===== config.mk =====
export PLATFORM = sky130hd
export DESIGN_NAME = button_gesture_decoder
export DESIGN_NICKNAME = d
export VERILOG_FILES = /design/src/rtl/button_pkg.sv /design/src/rtl/gesture_tick_timer.sv /design/src/rtl/button_gesture_decoder.sv
export SDC_FILE = /design/constraint.sdc
export NUM_CORES = 1
export LEC_CHECK = 0
export ABC_AREA = 1
export CAP_MARGIN = 10
export CORE_ASPECT_RATIO = 0.8
export CORE_MARGIN = 3
export CORE_UTILIZATION = 40
export DETAILED_ROUTE_END_ITERATION = 10
export PLACE_DENSITY_LB_ADDON = 0.25
export SYNTH_ARGS = -nofsm -noshare
export SYNTH_HDL_FRONTEND = slang
export SYNTH_HIERARCHICAL = 1
export SYNTH_SLANG_ARGS = --single-unit

===== constraint.sdc =====
create_clock -name clk -period 3 [get_ports clk]
set_input_delay 0.6 -clock clk [delete_from_list [all_inputs] [get_ports clk]]
set_output_delay 0.6 -clock clk [all_outputs]
set_load 0.05 [all_outputs]

===== src/rtl/button_pkg.sv =====
// -----------------------------------------------------------------------------
// button_pkg
// Definitions shared by the button gesture decoder and its tick timer:
//   - FSM state encoding (3 bits)
//   - default timing constants (1 ms tick at 100 MHz)
//   - reset value of the registered previous button level
//   - small constant helper used to size the tick counter
// -----------------------------------------------------------------------------
package button_pkg;

  localparam int STATE_W = 3;

  typedef enum logic [STATE_W-1:0] {
    IDLE   = 3'd0,
    PRESS1 = 3'd1,
    WAIT2  = 3'd2,
    PRESS2 = 3'd3,
    HOLD   = 3'd4
  } state_e;

  // Default timing: clk cycles per tick, long-press hold, double-click gap.
  localparam int TICK_DIV_DEF     = 100000;
  localparam int LONG_TICKS_DEF   = 800;
  localparam int DCLICK_TICKS_DEF = 300;

  // The previous level resets to "pressed" so a button held through reset
  // release must be released before it can register as a new press.
  localparam logic PREV_LEVEL_RST = 1'b1;

  // Larger of two integers, used for sizing at elaboration time.
  function automatic int max_int(input int a, input int b);
    return (a > b) ? a : b;
  endfunction

endpackage : button_pkg


===== src/rtl/gesture_tick_timer.sv =====
// -----------------------------------------------------------------------------
// gesture_tick_timer
// Prescaler plus saturating tick counter. A clear restarts both counters; the
// timeout output is high in the cycle just before the clk edge that lies
// exactly limit_i * TICK_DIV edges after the edge on which clear_i was seen,
// so a consumer that acts on timeout_o acts on that edge.
//
// Ports:
//   clk        system clock
//   rst_n      asynchronous active-low reset
//   clear_i    restart prescaler and tick counter on the next clk edge
//   limit_i    timeout threshold in ticks (must be at least 1)
//   timeout_o  threshold reached (derived only from registers)
// -----------------------------------------------------------------------------
module gesture_tick_timer
  import button_pkg::*;
#(
  parameter int TICK_DIV = 4,
  parameter int TW       = 4
) (
  input  logic          clk,
  input  logic          rst_n,
  input  logic          clear_i,
  input  logic [TW-1:0] limit_i,
  output logic          timeout_o
);

  localparam int            PW         = (TICK_DIV > 1) ? $clog2(TICK_DIV) : 1;
  localparam logic [PW-1:0] PRESC_LAST = PW'(TICK_DIV - 1);
  localparam logic [TW-1:0] TICK_MAX   = {TW{1'b1}};
  localparam logic [TW-1:0] TICK_ONE   = TW'(1);

  logic [PW-1:0] presc_q;
  logic [TW-1:0] tick_q;

  // Prescaler wraps every TICK_DIV cycles; tick counter steps on each wrap
  // and sticks at all-ones instead of wrapping.
  always_ff @(posedge clk or negedge rst_n) begin
    if (!rst_n) begin
      presc_q <= {PW{1'b0}};
      tick_q  <= {TW{1'b0}};
    end else if (clear_i) begin
      presc_q <= {PW{1'b0}};
      tick_q  <= {TW{1'b0}};
    end else if (presc_q == PRESC_LAST) begin
      presc_q <= {PW{1'b0}};
      if (tick_q != TICK_MAX) begin
        tick_q <= tick_q + TICK_ONE;
      end else begin
        tick_q <= tick_q;
      end
    end else begin
      presc_q <= presc_q + PW'(1);
      tick_q  <= tick_q;
    end
  end

  // limit_i full ticks have elapsed once the last prescaler cycle of tick
  // (limit_i - 1) is in progress; the consumer's next edge is then exactly
  // limit_i * TICK_DIV edges after the clear.
  always_comb begin
    timeout_o = (presc_q == PRESC_LAST) && (tick_q == (limit_i - TICK_ONE));
  end

endmodule : gesture_tick_timer


===== src/rtl/button_gesture_decoder.sv =====
// -----------------------------------------------------------------------------
// button_gesture_decoder
// Classifies debounced button activity into single click, double click and
// long press, emitting exactly one registered one-cycle pulse per gesture.
// All thresholds are counted in prescaled ticks.
//
// Ports:
//   clk        system clock
//   rst_n      asynchronous active-low reset
//   btn_level  debounced button level, synchronous to clk, 1 = pressed
//   single_o   one-cycle pulse: single click
//   double_o   one-cycle pulse: double click
//   long_o     one-cycle pulse: long press
//   busy_o     high whenever the FSM is not in IDLE
//   state_o    current FSM state encoding (debug)
// -----------------------------------------------------------------------------
module button_gesture_decoder
  import button_pkg::*;
#(
  parameter int TICK_DIV     = TICK_DIV_DEF,
  parameter int LONG_TICKS   = LONG_TICKS_DEF,
  parameter int DCLICK_TICKS = DCLICK_TICKS_DEF
) (
  input  logic               clk,
  input  logic               rst_n,
  input  logic               btn_level,
  output logic               single_o,
  output logic               double_o,
  output logic               long_o,
  output logic               busy_o,
  output logic [STATE_W-1:0] state_o
);

  localparam int            TW           = $clog2(max_int(LONG_TICKS, DCLICK_TICKS) + 1);
  localparam logic [TW-1:0] LONG_LIMIT   = TW'(LONG_TICKS);
  localparam logic [TW-1:0] DCLICK_LIMIT = TW'(DCLICK_TICKS);

  logic    prev_level_q;
  logic    rise_s;
  logic    fall_s;
  state_e  state_q;
  state_e  state_d;
  logic    single_q;
  logic    single_d;
  logic    double_q;
  logic    double_d;
  logic    long_q;
  logic    long_d;
  logic    busy_q;
  logic    clear_s;
  logic    timeout_s;
  logic [TW-1:0] limit_s;

  // Previous button level for edge detection.
  always_ff @(posedge clk or negedge rst_n) begin
    if (!rst_n) begin
      prev_level_q <= PREV_LEVEL_RST;
    end else begin
      prev_level_q <= btn_level;
    end
  end

  // Press and release edges of the debounced level.
  always_comb begin
    rise_s = btn_level & ~prev_level_q;
    fall_s = ~btn_level & prev_level_q;
  end

  // Only the release-gap state uses the double-click window; every other
  // timed state measures hold time.
  always_comb begin
    if (state_q == WAIT2) begin
      limit_s = DCLICK_LIMIT;
    end else begin
      limit_s = LONG_LIMIT;
    end
  end

  gesture_tick_timer #(
    .TICK_DIV (TICK_DIV),
    .TW       (TW)
  ) u_tick_timer (
    .clk       (clk),
    .rst_n     (rst_n),
    .clear_i   (clear_s),
    .limit_i   (limit_s),
    .timeout_o (timeout_s)
  );

  // Next-state and gesture decision. Edges are tested before timeouts so an
  // edge landing on the same clk edge as a timeout always wins.
  always_comb begin
    state_d  = state_q;
    single_d = 1'b0;
    double_d = 1'b0;
    long_d   = 1'b0;
    case (state_q)
      IDLE: begin
        if (rise_s) begin
          state_d = PRESS1;
        end else begin
          state_d = IDLE;
        end
      end
      PRESS1: begin
        if (fall_s) begin
          state_d = WAIT2;
        end else if (timeout_s) begin
          long_d  = 1'b1;
          state_d = HOLD;
        end else begin
          state_d = PRESS1;
        end
      end
      WAIT2: begin
        if (rise_s) begin
          state_d = PRESS2;
        end else if (timeout_s) begin
          single_d = 1'b1;
          state_d  = IDLE;
        end else begin
          state_d = WAIT2;
        end
      end
      PRESS2: begin
        if (fall_s) begin
          double_d = 1'b1;
          state_d  = IDLE;
        end else if (timeout_s) begin
          // Held too long on the second press: the first click is dropped.
          long_d  = 1'b1;
          state_d = HOLD;
        end else begin
          state_d = PRESS2;
        end
      end
      HOLD: begin
        if (fall_s) begin
          state_d = IDLE;
        end else begin
          state_d = HOLD;
        end
      end
      default: begin
        state_d = IDLE;
      end
    endcase
  end

  // Every transition changes state, so a state change marks an entry edge
  // and restarts the timer on that same edge.
  always_comb begin
    clear_s = (state_d != state_q);
  end

  // State register with registered pulses and busy flag.
  always_ff @(posedge clk or negedge rst_n) begin
    if (!rst_n) begin
      state_q  <= IDLE;
      single_q <= 1'b0;
      double_q <= 1'b0;
      long_q   <= 1'b0;
      busy_q   <= 1'b0;
    end else begin
      state_q  <= state_d;
      single_q <= single_d;
      double_q <= double_d;
      long_q   <= long_d;
      busy_q   <= (state_d != IDLE);
    end
  end

  assign single_o = single_q;
  assign double_o = double_q;
  assign long_o   = long_q;
  assign busy_o   = busy_q;
  assign state_o  = state_q;

endmodule : button_gesture_decoder


==> out/summary.log, run 1 <==
[final_layout] synthesis-to-finish area growth 17.4%
[floorplan] x dimension of the die 93.2 um
[final_layout] number of multi-input logic gates 289
[final_layout] final core utilization 0.503
[critical_path] maximum fanout encountered on the critical timing path 9
[synthesis] flip-flops with a built-in enable 0
[final_layout] number of non-clock buffers in the layout 17
[final_layout] clock buffer count 6
[floorplan] Die Span Y 75.7 um
[drt] detailed-route via count 2218
[final_timing] count of pins over their slew limit 0
[final_layout] Seq area share 0.308
[final_layout] multi-input gate share of the layout cell area 0.511
[synthesis] top cell type by total area after synthesis sky130_fd_sc_hd__dfrtp_1
[synthesis] Post-synth top cells sky130_fd_sc_hd__nand2_1, sky130_fd_sc_hd__nor2_1, sky130_fd_sc_hd__inv_1, sky130_fd_sc_hd__dfrtp_1, sky130_fd_sc_hd__nand3_1
[final_layout] footprint of the flip-flops and latches 878 um^2
[cts] clock tree from TritonCTS yes
[pwr] worst supply voltage drop on vdd 419 uV
[outcome] status completed
[cts] CTS Hold Bufs 0
[final_timing] Post-Route Setup TNS 0 ns
[final_timing] Setup Viol. Count Final 0
[critical_path] worst-case register-to-register setup slack 0.29 ns
[cts] clock tree sinks 35
[synthesis] number of warnings issued by yosys 6
[critical_path] Worst setup EP type flop
[drt] Wirelength per Cell 11.3 um
[final_timing] RSZ-0062 raised after global routing no
[final_timing] Hold Vio Cnt, Final 0
[final_layout] # fillers 560
[synthesis] Syn Area/Cell 6.89 um^2
[synthesis] post-synth design cell area 2430 um^2
[grt] overall track demand over capacity in global routing 0.166
[critical_path] startpoint class of the critical path flop
[grt] maximum number of pins on one net before global-route repair 36
[final_layout] Ant. Diodes 0
[final_layout] number of sequential cells in the layout 35
[final_layout] cell group occupying the most layout area logic gates
[floorplan] number of rows created at floorplan 24
[final_layout] Logic cell area 1460 um^2
[synthesis] total cells reported by yosys after synthesis 353
[cts] maximum buffer depth of the clock tree 2
[drt] drt via density 4.65
[drt] remaining antenna violation count 0
[pwr] power per cell area 464 nW/um^2
[drt] first-pass iteration count of the detailed router 4
[synthesis] Yosys cell types 33
[final_layout] final layout net count 404
run 1: critical path: stages, from the launching register on:
cell and delay, ns:
sky130_fd_sc_hd__dfrtp_2 0.40, sky130_fd_sc_hd__inv_2 0.08, sky130_fd_sc_hd__nor3_4 0.35, sky130_fd_sc_hd__buf_4 0.18, sky130_fd_sc_hd__inv_1 0.06, sky130_fd_sc_hd__xnor2_1 0.16, sky130_fd_sc_hd__nand2_1 0.08, sky130_fd_sc_hd__nand2_1 0.06
sky130_fd_sc_hd__nand3_1 0.09, sky130_fd_sc_hd__nor2_1 0.15, sky130_fd_sc_hd__inv_1 0.08, sky130_fd_sc_hd__nand3_2 0.11, sky130_fd_sc_hd__nand4_1 0.10, sky130_fd_sc_hd__nand3_1 0.11, sky130_fd_sc_hd__inv_1 0.15, sky130_fd_sc_hd__nand2_4 0.19
sky130_fd_sc_hd__nand2_2 0.12, sky130_fd_sc_hd__nand2_1 0.07, sky130_fd_sc_hd__nand2_1 0.05
run 1: worst max-delay path by stage:
stage / start / to / slack (ns) / cells after the start
2_1_floorplan: state_o[2] / u_tick_timer/tick_q[6] / 0.11 / 19
5_1_grt: state_o[1] / u_tick_timer/tick_q[2] / 0.005 / 19
3_3_place_gp: state_o[0] / u_tick_timer/tick_q[7] / 0.33 / 19
3_5_place_dp: state_o[0] / u_tick_timer/tick_q[7] / 0.23 / 19
6_report: state_o[1] / u_tick_timer/tick_q[1] / 0.29 / 18
4_1_cts: state_o[0] / u_tick_timer/tick_q[7] / 0.21 / 19
run 1: power breakdown:
part	leakage [uW]	internal [uW]	switching, uW
Clock	0.0000412	162	169
Combinational	0.000858	164	297
Sequential	0.000476	505	26.7
run 1: logic make-up after synthesis:
family                   count (synthesis)  synth area share
AND/OR/NAND/NOR                        234             0.453
other                                    2           0.00309
flip-flops                              35             0.361
AND-OR/OR-AND                           10            0.0268
adder cells (fa/ha/maj)                  3            0.0154
XOR/XNOR                                17            0.0612
buffers and inverters                   52            0.0802
run 1: per-layer routing:
metal,global-route usage,routed length [um],up-vias
li1,-,-,1171
met1,0.263,2830,989
met2,0.233,2220,54
met3,0.0316,306,4
met4,0.0341,24,0
met5,0,0,-
run 1: registers in the layout, summed over array words and instances (netlist names):
signal and flops:
long_o 1, double_o 1, u_tick_timer/presc_q 17, state_o 3, single_o 1, prev_level_q 1, u_tick_timer/tick_q 10, busy_o 1
run 1: what timing repair did:
action,4_1_cts,5_1_grt
endpoints found under the setup margin,0,10
buffers inserted,0,5
resized,0,2
hold endpoints to repair,0,0
run 1: per-stage QoR:
| stage | hold WS (ns) | instance area [um^2] | total power (uW) | cells | setup slack (ns) |
|---|---|---|---|---|---|
| global placement | 0.451 | 2720 | 941 | 463 | 0.329 |
| finish | 0.392 | 2860 | 1320 | 477 | 0.290 |
| CTS | 0.423 | 2810 | 1290 | 471 | 0.208 |
| floorplan | 0.304 | 2520 | 829 | 375 | 0.106 |
| detailed placement | 0.451 | 2720 | 947 | 463 | 0.233 |
| global route | 0.447 | 2860 | 1420 | 477 | 0.00510 |
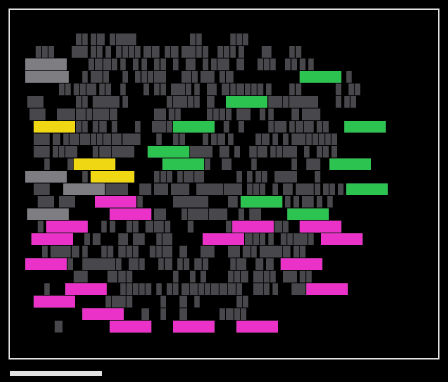
*Sequential cells grouped by signal name, run 1*
The bar under the picture is 20 um long. Other sequential cells in the stronger gray, the rest of the logic in the fainter gray.
[magenta] u_tick_timer/presc_q | placed flops: 17
[green] u_tick_timer/tick_q | placed flops: 10
[yellow] state_o | placed flops: 3

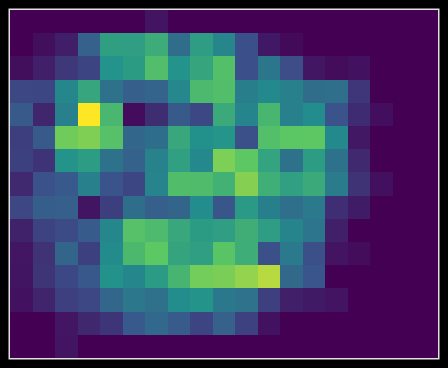
*Routed metal per tile, run 1*
The die is cut into 19 by 15 equal tiles; dark purple is low, yellow is high, scaled to the fullest tile. Values are wire area over tile area, all layers added.
tiles over half the peak: 22%
nearly empty tiles: 31%
emptiest ninth of the die: lower right
densest ninth of the die: center
mean over tiles: 0.12

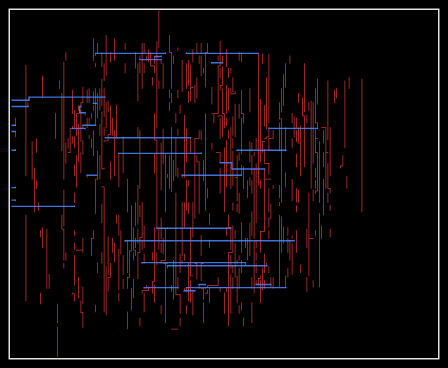
*Metal layers overlaid, run 1*
Two of the layers only.
[red] M2 | wire length: 2220 um
[blue] M3 | wire length: 306 um

### Clock wiring as the flow saved it, run 1

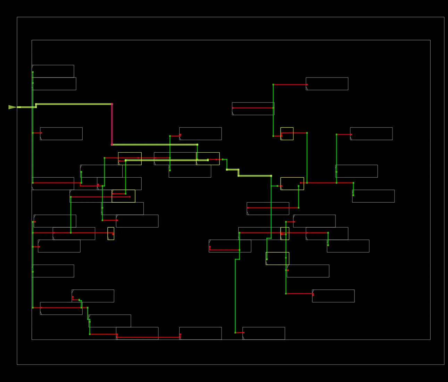

--- run 2 (diff from run 1) ---
--- a/config.mk
+++ b/config.mk
@@ -8,7 +8,6 @@
 export ABC_AREA = 1
 export CAP_MARGIN = 10
 export CORE_ASPECT_RATIO = 0.8
-export CORE_MARGIN = 3
 export CORE_UTILIZATION = 40
 export DETAILED_ROUTE_END_ITERATION = 10
 export PLACE_DENSITY_LB_ADDON = 0.25
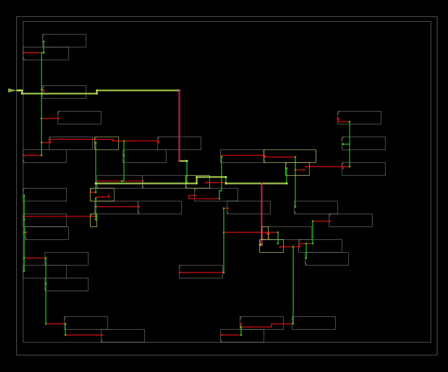
*Clock wiring as the flow saved it, run 2*
number of sequential cells in the layout: 35
clock network latency to the later pin of the worst-skew pair: 0.28 ns

==> run 2 against run 1 <==
Effect of this change: clock power grew 24%; hold slack got worse by 0.0027 ns; die area decreased by 9.3%; critical path type unchanged; critical endpoint is now u_tick_timer/tick_q[5]; largest cell class unchanged; largest power group unchanged.
==> out/summary.log, run 2 <==
[synthesis] total cells reported by yosys after synthesis 353
[final_timing] Hold Vio Cnt, Final 0
[final_layout] final layout net count 398
[drt] remaining antenna violation count 0
[cts] maximum buffer depth of the clock tree 2
[cts] CTS Hold Bufs 0
[final_timing] Setup Viol. Count Final 0
[outcome] status completed
[final_layout] Largest register FFs 17
[synthesis] number of warnings issued by yosys 6
[final_layout] Biggest register u_tick_timer/presc_q
[floorplan] number of rows created at floorplan 25
[synthesis] Yosys cell types 33
[cts] number of buffers inserted to repair setup after CTS 0
[drt] Wirelength per Cell 11.2 um
[pwr] power per cell area 480 nW/um^2
[final_timing] count of pins over their slew limit 0
[synthesis] Syn Area/Cell 6.89 um^2
[synthesis] Post-synth top cells sky130_fd_sc_hd__nand2_1, sky130_fd_sc_hd__nor2_1, sky130_fd_sc_hd__inv_1, sky130_fd_sc_hd__dfrtp_1, sky130_fd_sc_hd__nand3_1
[critical_path] maximum fanout encountered on the critical timing path 10
[cts] quantity of gates resized following cts 0
## run 2: cell count changes in the layout (fill, tap and decap cells not counted), sizes merged
cell      before  now
nand2        112  111
clkbuf         6    7
clkinv         1    0
bufinv         0    1
buf            9    4
clkinvlp       1    0
## run 2: where the power goes
part / switching (uW) / internal [uW] / total, uW
combinational: 288 / 125 / 413
clock: 163 / 249 / 412
sequential: 27.3 / 506 / 533
## run 2: final timing paths
check / from / end / slack, ns / cells after the start
min in group clk: u_tick_timer/presc_q[0] / u_tick_timer/presc_q[0] / 0.47 / 1
hold reg to reg: u_tick_timer/presc_q[0] / u_tick_timer/presc_q[0] / 0.47 / 1
setup reg to reg: state_o[0] / u_tick_timer/tick_q[5] / 0.37 / 19
hold / removal: rst_n / u_tick_timer/presc_q[5] / 0.39 / 1
setup / recovery: state_o[0] / u_tick_timer/tick_q[5] / 0.37 / 19
max in group asynchronous: rst_n / state_o[1] / 2.06 / 1
## run 2: worst max-delay path, cell delays in order (launching register included)
cell	delay [ns]
sky130_fd_sc_hd__dfrtp_1	0.45
sky130_fd_sc_hd__nor3_4	0.40
sky130_fd_sc_hd__nor2_1	0.15
sky130_fd_sc_hd__nand2_1	0.13
sky130_fd_sc_hd__nand2_1	0.06
sky130_fd_sc_hd__nand2_1	0.05
sky130_fd_sc_hd__nor2_1	0.04
sky130_fd_sc_hd__nand2_1	0.05
sky130_fd_sc_hd__nor2_1	0.04
sky130_fd_sc_hd__nand2_1	0.05
sky130_fd_sc_hd__nor2_1	0.04
sky130_fd_sc_hd__inv_1	0.08
sky130_fd_sc_hd__nand3_2	0.12
sky130_fd_sc_hd__a21oi_1	0.15
sky130_fd_sc_hd__nand3_1	0.14
sky130_fd_sc_hd__inv_1	0.18
sky130_fd_sc_hd__buf_4	0.17
sky130_fd_sc_hd__o21ai_4	0.09
sky130_fd_sc_hd__nand2_1	0.07
sky130_fd_sc_hd__nand2_1	0.05
## run 2: layer usage
layer	part of all wire	GRT usage
met1	0.52	0.292
met2	0.41	0.264
met3	0.063	0.0518
met4	0.0051	0.0370
met5	0	0
## run 2: final cells by class
type	instances	area, um^2	share of cell area
Tap cell	81	101	0.0358
Multi-Input combinational cell	288	1450	0.512
Sequential cell	35	878	0.310
Timing Repair Buffer	12	108	0.0380
Inverter	50	188	0.0663
Clock inverter	1	30.0	0.0106
Clock buffer	7	76.3	0.0270
## run 2: kinds of logic after synthesis
family	count (synthesis)	synth area share
adder cells (fa/ha/maj)	3	0.0154
flip-flops	35	0.361
XOR/XNOR	17	0.0612
AND-OR/OR-AND	10	0.0268
other	2	0.00309
buffers and inverters	52	0.0802
AND/OR/NAND/NOR	234	0.453
## run 2: per-stage QoR
stage / hold WS, ns / cell area [um^2] / util / total power (uW) / worst slack [ns]
floorplan: 0.304 / 2520 / - / 829 / 0.106
global placement: 0.445 / 2720 / 0.463 / 941 / 0.470
detailed placement: 0.461 / 2720 / 0.463 / 952 / 0.376
CTS: 0.424 / 2830 / 0.481 / 1370 / 0.368
global route: 0.463 / 2830 / 0.481 / 1440 / 0.0216
finish: 0.389 / 2830 / 0.481 / 1360 / 0.374
### Placement density heat map, run 2

The bar under the picture is 20 um long. The die is cut into 9 by 7 equal tiles; dark purple is low, yellow is high, 0 to 100% covered.
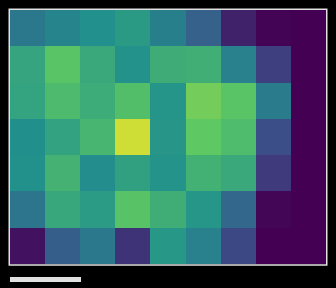

--- run 3 (diff from run 2) ---
--- a/config.mk
+++ b/config.mk
@@ -5,7 +5,6 @@
 export SDC_FILE = /design/constraint.sdc
 export NUM_CORES = 1
 export LEC_CHECK = 0
-export ABC_AREA = 1
 export CAP_MARGIN = 10
 export CORE_ASPECT_RATIO = 0.8
 export CORE_UTILIZATION = 40
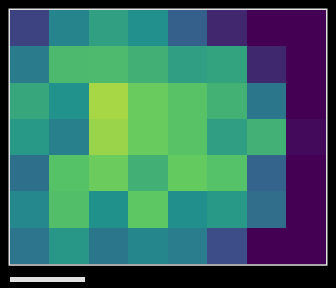
*Placement density heat map, run 3*
The bar under the picture is 20 um long. The die is cut into 8 by 7 equal tiles; dark purple is low, yellow is high, 0 to 100% covered.
densest ninth of the die: center
tiles over 75% full: 11%
emptiest ninth of the die: upper right
nearly empty tiles: 14%
mean over tiles: 45%
fullest tile: 87%

==> run 3 against run 2 <==
Effect of this change: critical path type unchanged; synthesized cell count shrank 36%; clock-buffer cell count is 1 lower; flip-flop count unchanged; critical path depth shrank 6.
==> out/summary.log, run 3 <==
[outcome] status completed
[synthesis] number of warnings issued by yosys 6
[synthesis] total cells reported by yosys after synthesis 227
[final_layout] Largest register FFs 17
[pwr] Tot Pwr 1260 uW
[synthesis] largest family of logic cells by area simple AND/OR/NAND/NOR gates
[cts] clock tree from TritonCTS yes
[critical_path] maximum fanout encountered on the critical timing path 7
[synthesis] flip-flops with a built-in enable 0
[synthesis] XOR/XNOR Fraction of Synth Area 0.146
[drt] remaining antenna violation count 0
[critical_path] slowest library cell on the worst path sky130_fd_sc_hd__dfrtp_2
[pwr] worst supply voltage drop on vdd 355 uV
[synthesis] Post-synth top cells sky130_fd_sc_hd__dfrtp_1, sky130_fd_sc_hd__nor2_1, sky130_fd_sc_hd__xnor2_1, sky130_fd_sc_hd__nand2_1, sky130_fd_sc_hd__xor2_1
[final_timing] Setup Viol. Count Final 0
[floorplan] x dimension of the die 84.1 um
[grt] maximum number of pins on one net before global-route repair 36
[cts] maximum buffer depth of the clock tree 2
[final_timing] Hold Vio Cnt, Final 0
[final_layout] Biggest register u_tick_timer/presc_q
[floorplan] Die Span Y 67.6 um
[synthesis] post-synth design cell area 2150 um^2
[final_layout] final layout net count 280
[synthesis] post-synthesis simple-gate area fraction 0.309
[final_layout] Ant. Diodes 0
[critical_path] CP max stage delay 0.40 ns
-- run 3: cell count changes after synthesis, moves of 5 or more --
cell,delta
sky130_fd_sc_hd__nor3_1,-9
sky130_fd_sc_hd__nand2_1,-91
sky130_fd_sc_hd__inv_2,-8
sky130_fd_sc_hd__inv_1,-34
sky130_fd_sc_hd__nand4_1,-7
sky130_fd_sc_hd__xnor2_1,+18
sky130_fd_sc_hd__nor2_1,-21
sky130_fd_sc_hd__nand3_1,-10
sky130_fd_sc_hd__and3_1,+6
sky130_fd_sc_hd__nor2b_1,+5
sky130_fd_sc_hd__nand2b_1,+5
-- run 3: cells by family after synthesis --
logic type / after synthesis
xor+xnor: 36
flops: 35
other cells: 2
simple gates: 111
fa+ha+maj: 3
buf+inv: 15
compound gates: 25
-- run 3: final timing paths --
kind                                               start                  endpoint  slack (ns)  depth (start not counted)
worst max-delay path                          state_o[2]    u_tick_timer/tick_q[2]        0.13                         13
worst min-delay path            u_tick_timer/presc_q[12]  u_tick_timer/presc_q[12]        0.57                          2
worst max register to register                state_o[2]    u_tick_timer/tick_q[2]        0.13                         13
worst min register to register  u_tick_timer/presc_q[12]  u_tick_timer/presc_q[12]        0.57                          2
max in group asynchronous                          rst_n              prev_level_q        1.96                          2
min in group asynchronous                          rst_n  u_tick_timer/presc_q[10]        0.70                          2
-- run 3: where the power goes --
group          total (uW)  internal (uW)  switching [uW]
Combinational         373            163             210
Clock                 365            187             177
Sequential            526            501            25.1
-- run 3: through the flow --
step,cell area (um^2),setup WS [ns],TNS [ns],std cells,hold WS (ns)
floorplan,2240,0.00964,0,248,0.304
global placement,2410,0.239,0,318,0.459
detailed placement,2410,0.0826,0,318,0.474
CTS,2510,0.0356,0,326,0.486
global route,2650,-0.0564,-0.0564,337,0.598
finish,2650,0.130,0,337,0.569
-- run 3: routing by layer --
metal	part of all wire	GRT usage	routed length, um	vias up
li1	-	-	-	854
met1	0.51	0.223	2140	797
met2	0.45	0.242	1880	20
met3	0.037	0.0465	155	3
met4	0.0069	0.0453	29	0
met5	0	0	0	-
-- run 3: final cells by class --
type	instances	share of cell area
timing repair buffer	26	0.0842
tap	62	0.0293
clock inverter	2	0.00615
multi-input combinational	198	0.504
sequential	35	0.333
inverter	8	0.0123
clock buffer	6	0.0312
-- run 3: worst min-delay path: cells and delay by family (launching register included) --
family | cells | cell delay, ns
flops | 1 | 0.39
xor+xnor | 1 | 0.08
simple gates | 1 | 0.07
-- run 3: timing repair --
| item | CTS | global route |
|---|---|---|
| buffers inserted | 0 | 11 |
| hold buffers | 0 | 0 |
| gates resized | 0 | 10 |
| endpoints found under the setup margin | 0 | 19 |
Power is estimated from default activity; no workload was simulated.
